[src/rtl/wr_ingress_ctrl.sv]
// Write-side ingress for an async FIFO: two-entry skid buffer in front of the write pointer handler.
// Optional fill level / almost_full outputs are enabled by defining WR_INGRESS_LEVEL_EN.
module wr_ingress_ctrl #(
   parameter int unsigned DATA_WIDTH = 8,
   parameter int unsigned PTR_WIDTH  = 3,
   parameter int unsigned AF_THRESH  = 6
) (
   input  logic                  wclk,
   input  logic                  wrst_n,
   input  logic                  s_valid,
   output logic                  s_ready,
   input  logic [DATA_WIDTH-1:0] s_data,
   input  logic                  full,
   input  logic [PTR_WIDTH:0]    b_wptr,
   input  logic [PTR_WIDTH:0]    g_rptr_sync,
   output logic                  w_en,
   output logic [DATA_WIDTH-1:0] wdata
`ifdef WR_INGRESS_LEVEL_EN
   ,
   output logic [PTR_WIDTH:0]    level,
   output logic                  almost_full
`endif
);

   typedef enum logic [1:0] {StEmpty, StOne, StTwo} state_e;

   state_e                state_q, state_d;
   logic [DATA_WIDTH-1:0] out_q, out_d;
   logic [DATA_WIDTH-1:0] skid_q, skid_d;
   logic                  s_ready_q, s_ready_d;
   logic                  accept;
   logic                  wr;

   assign accept  = s_valid & s_ready_q;
   assign wr      = (state_q != StEmpty) & ~full;
   assign w_en    = wr;
   assign wdata   = out_q;
   assign s_ready = s_ready_q;

   always_comb begin
      state_d = state_q;
      out_d   = out_q;
      skid_d  = skid_q;
      unique case (state_q)
         StEmpty: begin
            if (accept) begin
               state_d = StOne;
               out_d   = s_data;
            end
         end
         StOne: begin
            if (accept && !wr) begin
               state_d = StTwo;
               skid_d  = s_data;
            end else if (!accept && wr) begin
               state_d = StEmpty;
            end else if (accept && wr) begin
               out_d = s_data;
            end
         end
         StTwo: begin
            // s_ready is low here, so only the drain path exists
            if (wr) begin
               state_d = StOne;
               out_d   = skid_q;
            end
         end
         default: state_d = StEmpty;
      endcase
      s_ready_d = (state_d != StTwo);
   end

   always_ff @(posedge wclk or negedge wrst_n) begin
      if (!wrst_n) begin
         state_q   <= StEmpty;
         out_q     <= '0;
         skid_q    <= '0;
         s_ready_q <= 1'b1;
      end else begin
         state_q   <= state_d;
         out_q     <= out_d;
         skid_q    <= skid_d;
         s_ready_q <= s_ready_d;
      end
   end

`ifdef WR_INGRESS_LEVEL_EN
   localparam logic [PTR_WIDTH:0] AfThresh = AF_THRESH[PTR_WIDTH:0];

   logic [PTR_WIDTH:0] b_rptr_sync;
   logic               almost_full_q;

   always_comb begin
      b_rptr_sync = '0;
      for (int unsigned i = 0; i <= PTR_WIDTH; i++) begin
         b_rptr_sync[i] = ^(g_rptr_sync >> i);
      end
   end

   // Modular subtraction handles pointer wrap; result spans 0..2^PTR_WIDTH
   assign level       = b_wptr - b_rptr_sync;
   assign almost_full = almost_full_q;

   always_ff @(posedge wclk or negedge wrst_n) begin
      if (!wrst_n) begin
         almost_full_q <= 1'b0;
      end else begin
         almost_full_q <= (level >= AfThresh);
      end
   end
`else
   // Pointers only feed the level logic; fold them away when it is disabled
   logic unused_ptrs;
   assign unused_ptrs = ^{b_wptr, g_rptr_sync};
`endif

endmodule
[config.mk]
export PLATFORM = sky130hd
export DESIGN_NAME = wr_ingress_ctrl
export DESIGN_NICKNAME = d
export VERILOG_FILES = /design/src/rtl/wr_ingress_ctrl.sv
export SDC_FILE = /design/constraint.sdc
export NUM_CORES = 1
export LEC_CHECK = 0
export ABC_AREA = 1
export CAP_MARGIN = 20
export CORE_UTILIZATION = 39
export CTS_BUF_LIST = sky130_fd_sc_hd__clkbuf_2 sky130_fd_sc_hd__clkbuf_4 sky130_fd_sc_hd__clkbuf_8
export DETAILED_ROUTE_END_ITERATION = 10
export HOLD_SLACK_MARGIN = 0.08
export PLACE_DENSITY = 0.66
export SETUP_SLACK_MARGIN = 0.3
export SLEW_MARGIN = 20
export SYNTH_ARGS = -nofsm -noshare
export SYNTH_HDL_FRONTEND = slang
export SYNTH_SLANG_ARGS = --single-unit
[constraint.sdc]
create_clock -name wclk -period 1.5 [get_ports wclk]
set_clock_uncertainty 0.05 [all_clocks]
set_input_delay 0.45 -clock wclk [delete_from_list [all_inputs] [get_ports wclk]]
set_output_delay 0.45 -clock wclk [all_outputs]
set_load 0.005 [all_outputs]
**Run 1: routed clock nets over the placement**

Scale: 10 px per µm.
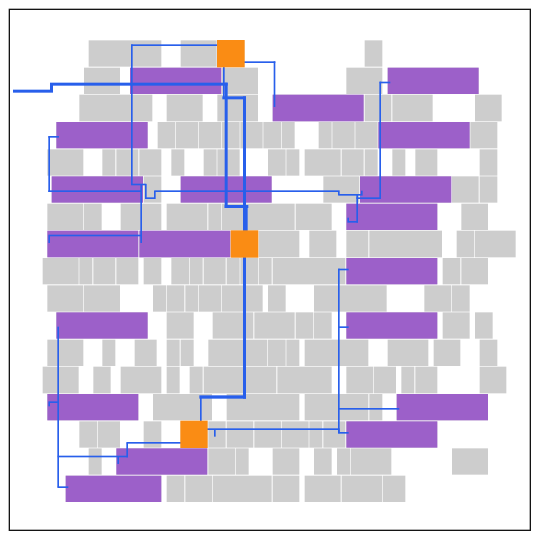
[flip-flops] purple | count: 19
[clock drivers] orange | count: 3
[clock wires] blue | length: 267 µm
flops lie: all over the die
Clock power frac: 0.086
Clock net power: 0.271 mW
Late-Pin Clk Latency: 0.31 ns

**Run 1: pin placement**

Scale: 8 px per µm. Pins as bars across the die edge, other pins in gray.
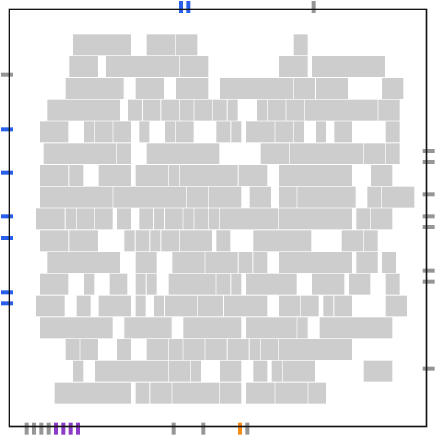
| port | color | pins | direction | edge |
|---|---|---|---|---|
| s_data | blue | 8 | input | 6 left, 2 top |
| s_ready | orange | 1 | output | bottom |
| g_rptr_sync | purple | 4 | input | bottom |

==> results.py, run 1 <==
# Flow results
metrics = {
    "power": {
        "p_switching_mw": 1.35,
        "swShare": 0.429,
        "peakVddDrop_mv": 1.27,
        "pwr-share-seq": 0.287,
        "leakage_nw": 0.801,
        "p_int_mw": 1.80,
    },
    "synthesis": {
        "edf_count": 0,
        "ys_cells": 111,
        "ys_area_um2": 973,
        "ys_seq_elements": 19,
        "yosysMostFrequentCell": "nand2_1",
        "syn_inst": 111,
        "top_cell_area_share": 0.463,
        "yosys.stat.seqShare": 0.490,
        "synth.net_count": 131,
        "yosys-top-cells-count": "46 x nand2_1, 25 x nand3_1, 18 x dfrtp_1",
        "ys_async_sr_fraction": 1.00,
        "synth.area.top_cells": "dfrtp_1 46%, nand2_1 18%, nand3_1 13%",
        "synth_warnings": 0,
    },
    "sta": {
        "setup_ws_ns": -0.0209,
        "setup_viol": 1,
        "fmax_mhz": 658,
        "slew_headroom": 0.781,
        "slew_violations": 0,
        "fin_crit_sh": 1.01,
    },
    "setup_path": {
        "crit_chain": "inv_2 -> a21oi_4 -> buf_2",
        "critPathKind": "register to output pin",
        "cp-start-kind": "register",
        "end_kind": "output pin",
        "critPathRequiredTime_ns": 1.00,
        "path_max_fanout": 2,
    },
    "global_route": {
        "grt_pass1_vias": 925,
    },
    "floorplanning": {
        "die_y_um": 52.0,
        "rows": 17,
        "die_x_um": 52.0,
    },
    "place": {
        "pre_cts_ws_ns": -0.551,
        "gp_congestion": 0.785,
        "placed_area_um2": 1270,
    },
    "routing": {
        "wl_per_cell_um": 13.4,
        "dr_wl_met2_mm": 1.30,
        "wl_met1_mm": 1.08,
        "routed_wl_mm": 2.56,
        "drt_iter0_markers": 14,
        "ant_nets": 0,
        "viasPerCell": 4.97,
    },
    "outcome": {
        "violations": "setup timing",
        "status": "finished, violations left",
    },
    "layout": {
        "area_growth_syn_to_layout_pct": 67.7,
        "stdcell_count": 191,
    },
    "job": {
        "maxCapViolCount": 0,
    },
    "clocking": {
        "clk_path_buf_depth": 2,
    },
}
**Run 1: clock nets**

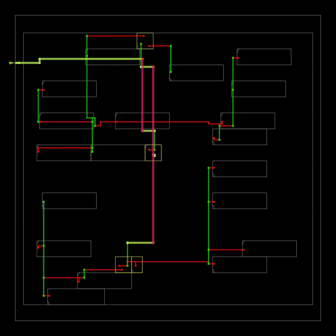
total CTS buffers: 3
Clock Sinks: 19
registers: 19
Clock Buffer Count: 3

==> run 1: placed cells by master, fill, tap and decap left out <==
| master | Yosys | routed |
|---|---|---|
| nand2_8 | 2 | 6 |
| inv_2 | 3 | 4 |
| inv_8 | 0 | 2 |
| buf_6 | 1 | 5 |
| dfstp_2 | 1 | 1 |
| o21ai_4 | 1 | 1 |
| buf_8 | 0 | 1 |
| nand2_4 | 3 | 7 |
| nand3_2 | 2 | 7 |
| buf_4 | 1 | 20 |
| clkdlybuf4s50_1 | 0 | 10 |
| clkinv_8 | 0 | 1 |
| dlygate4sd2_1 | 0 | 1 |
| a21oi_4 | 1 | 1 |
| clkinv_2 | 1 | 1 |
| buf_2 | 0 | 9 |
| buf_12 | 0 | 1 |
| dfrtp_1 | 18 | 18 |
| nand2_2 | 4 | 21 |
| nand2_1 | 46 | 23 |
| nand3_1 | 25 | 18 |
| clkbuf_4 | 0 | 3 |
| nand3_4 | 0 | 2 |
==> run 1: flip-flops by register name (all words and copies together) (netlist names) <==
| name | count |
|---|---|
| state_q | 2 |
| skid_q | 8 |
| s_ready | 1 |
| wdata | 8 |
==> run 1: path summary, 6_finish.rpt <==
check                            from  cells after the start         to  slack, ns
setup / recovery           state_q[0]                      3       w_en      -0.02
hold / removal                 wrst_n                      1   wdata[0]       0.35
setup reg to reg              s_ready                      7   wdata[6]       0.10
hold reg to reg             skid_q[7]                      2  skid_q[7]       0.45
max in group asynchronous      wrst_n                      2   wdata[1]       0.63
min in group wclk           skid_q[7]                      2  skid_q[7]       0.45
==> run 1: critical path, delay by kind of cell (launching register included) <==
family	cells	cell delay (ns)
AOI/OAI and AO/OA	1	0.14
buffers and inverters	2	0.19
DFF	1	0.39
==> run 1: cell families (layout without fill, tap and decap cells) <==
family / count (synthesis) / after routing / share of synthesized area
AND-OR/OR-AND: 2 / 2 / 0.0334
AND/OR/NAND/NOR: 82 / 84 / 0.428
flip-flops: 19 / 19 / 0.490
buffers and inverters: 8 / 58 / 0.0488
==> run 1: routing by layer <==
layer,vias to the layer above,track usage
met1,441,0.265
met2,27,0.346
li1,473,-
met4,0,0.117
met5,-,0
met3,9,0.0439
==> run 1: area by class of cell <==
class                   instances  area [µm²]  share of cell area
clock inverters                 1        5.00             0.00307
inverters                       6        42.5              0.0261
repair inverters                1        11.3             0.00690
flip-flops and latches         19         477               0.292
multi-input cells              86         644               0.395
repair buffers                 47         395               0.242
well taps                      28        35.0              0.0215
clock buffers                   3        22.5              0.0138
==> run 1: power groups by stage <==
stage | Clock [mW] | Combinational [mW] | Sequential, mW
floorplan | 0 | 0.715 | 0.895
global placement | 0 | 1.20 | 0.882
detailed placement | 0 | 1.23 | 0.894
CTS | 0.278 | 1.69 | 0.893
global route | 0.296 | 2.14 | 0.937
finish | 0.271 | 1.98 | 0.906
==> run 1: repair_timing <==
| item | in CTS | in global routing |
|---|---|---|
| buffers inserted | 11 | 5 |
| endpoints found under the setup margin | 29 | 29 |
| pin swaps | 13 | 13 |
| gates resized | 72 | 22 |
| gates cloned | 3 | 0 |
**Run 1: gate-type map**

Scale: 8 px per µm.
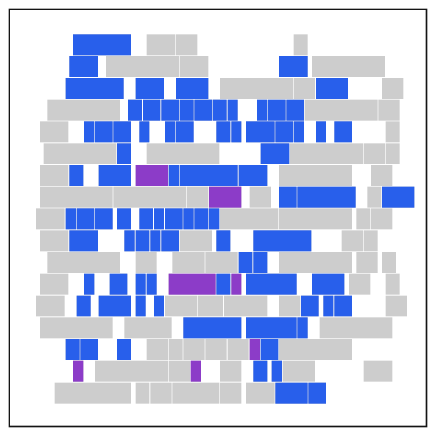

==> run 2: changes to the inputs <==
- DONT_BUFFER_PORTS: unset -> 1
- PLACE_DENSITY: 0.66 -> 0.5
**Run 2: gate-type map**

Scale: 8 px per µm.
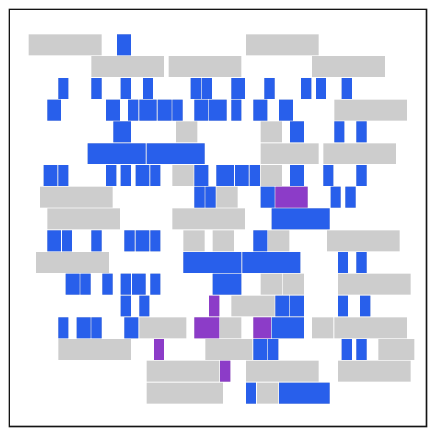
| family | color | cells |
|---|---|---|
| inv cells | purple | 6 |
| nand cells | blue | 83 |
Top cell excl fill/tap: nand2_1
Comb/total area: 0.416

**Run 2: pin placement**

Scale: 8 px per µm. Pins as bars across the die edge, other pins in gray.
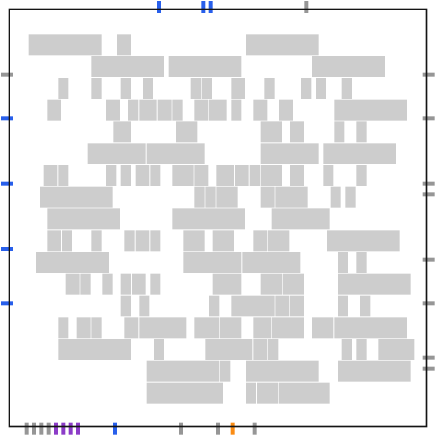
| port | color | pins | direction | edge |
|---|---|---|---|---|
| s_data | blue | 8 | input | 4 left, 3 top, 1 bottom |
| s_ready | orange | 1 | output | bottom |
| g_rptr_sync | purple | 4 | input | bottom |
all pins by edge: 13 bottom, 8 right, 5 left, 4 top
Die Y: 52.0 µm
Die Wd: 52.0 µm
# port buffers: 0

==> results.py, run 2 <==
# Flow results
metrics = {
    "synthesis": {
        "ys_async_sr_fraction": 1.00,
        "edf_count": 0,
        "top_cell_area_share": 0.463,
        "syn_inst": 111,
        "synth.net_count": 131,
        "ys_seq_elements": 19,
        "ys_cells": 111,
        "synth_warnings": 0,
        "ys_area_um2": 973,
        "synth.area.top_cells": "dfrtp_1 46%, nand2_1 18%, nand3_1 13%",
    },
    "setup_path": {
        "r2r-start": "state_q[0]",
        "reg2reg_depth": 7,
        "critPathKind": "register to output pin",
        "end_kind": "output pin",
        "cp-start-kind": "register",
        "path_max_fanout": 2,
        "critPathRequiredTime_ns": 1.00,
    },
    "worst_hold_path": {
        "holdCritStartpoint": "s_data[5]",
        "min_path_cells": 2,
        "min_to": "skid_q[5]",
    },
    "global_route": {
        "grt_pass1_vias": 711,
    },
    "routing": {
        "ant_nets": 0,
        "wl_per_cell_um": 13.1,
        "drt_iter0_markers": 24,
        "routed_wl_mm": 2.02,
        "viasPerCell": 4.92,
    },
    "job": {
        "maxCapViolCount": 0,
    },
    "clocking": {
        "clk_path_buf_depth": 2,
        "cts_made_buffers": 3,
        "clkSinkCount": 19,
        "insertion_delay_ns": 0.29,
    },
    "sta": {
        "slew_violations": 0,
        "slew_headroom": 0.434,
        "fmax_mhz": 706,
        "setup_viol": 0,
    },
    "floorplanning": {
        "rows": 17,
    },
    "layout": {
        "area_growth_syn_to_layout_pct": 22.1,
    },
    "place": {
        "placed_area_um2": 1000,
        "gp_congestion": 0.718,
    },
    "outcome": {
        "status": "finished clean",
    },
    "power": {
        "peakVddDrop_mv": 0.954,
    },
}
-- run 2: cell count changes in the layout (fill, tap and decap cells not counted), sizes merged --
cell,previous run,this run
dlygate4sd2,1,0
clkinv,2,1
nand2,57,56
buf,36,11
inv,6,5
clkdlybuf4s50,10,0
dlymetal6s4s,0,1
clkbuf,3,4
-- run 2: per-stage QoR --
stage | power, mW | utilization | cells | hold slack (ns) | setup slack, ns
floorplan | 1.61 | - | 111 | 0.104 | 0.274
global placement | 1.75 | 0.441 | 139 | 0.105 | 0.254
detailed placement | 1.78 | 0.441 | 139 | 0.105 | 0.245
CTS | 2.13 | 0.468 | 146 | 0.227 | 0.0370
global route | 2.55 | 0.522 | 154 | 0.232 | 0.0176
finish | 2.34 | 0.522 | 154 | 0.245 | 0.0829
-- run 2: how the worst max path moves through the flow --
stage                          start       end  slack (ns)  cells past startpoint
after floorplan           state_q[0]      w_en        0.27                      3
after global placement    state_q[0]  wdata[7]        0.25                      6
after detailed placement  state_q[0]  wdata[5]        0.25                      6
after CTS                 state_q[0]      w_en        0.04                      2
after global routing      state_q[1]      w_en        0.02                      2
final                     state_q[0]      w_en        0.08                      2
-- run 2: kinds of logic after synthesis --
kind of cell,count (synthesis),share of synthesized area
buffers and inverters,8,0.0488
DFF,19,0.490
and+or+nand+nor,82,0.428
AOI/OAI and AO/OA,2,0.0334
-- run 2: timing repair --
action                                  4_1_cts  5_1_grt
pin swaps                                     1        4
hold endpoints to repair                     19        0
cloned                                        0        1
resized                                       2        9
endpoints found under the setup margin       27       48
setup buffers                                 2        7
hold buffers                                  1        0
-- run 2: where the power goes --
group          switching, mW  internal (mW)
logic                  0.671          0.483
clock network          0.149          0.121
registers              0.157          0.759
-- run 2: cell type report --
| class | count | area (µm²) | area share |
|---|---|---|---|
| clock buffer | 4 | 30.0 | 0.0253 |
| inverter | 6 | 37.5 | 0.0316 |
| multi-input combinational | 85 | 494 | 0.416 |
| sequential | 19 | 477 | 0.401 |
| tap | 28 | 35.0 | 0.0295 |
| timing repair buffer | 12 | 115 | 0.0968 |
-- run 2: per-layer routing --
| metal | part of all wire | routed length, µm | vias up | track usage |
|---|---|---|---|---|
| met5 | 0 | 0 | - | 0 |
| met4 | 0.0084 | 17 | 0 | 0.0676 |
| met3 | 0.083 | 168 | 2 | 0.0380 |
| met2 | 0.46 | 934 | 31 | 0.256 |
| met1 | 0.45 | 902 | 337 | 0.225 |
| li1 | - | - | 388 | - |
-- run 2: worst max-delay path, stage by stage (launching register included) --
cell	delay, ns
dfrtp_1	0.41
inv_4	0.06
a21oi_4	0.16
No activity file was given, so power comes from the tool's default toggle rates.
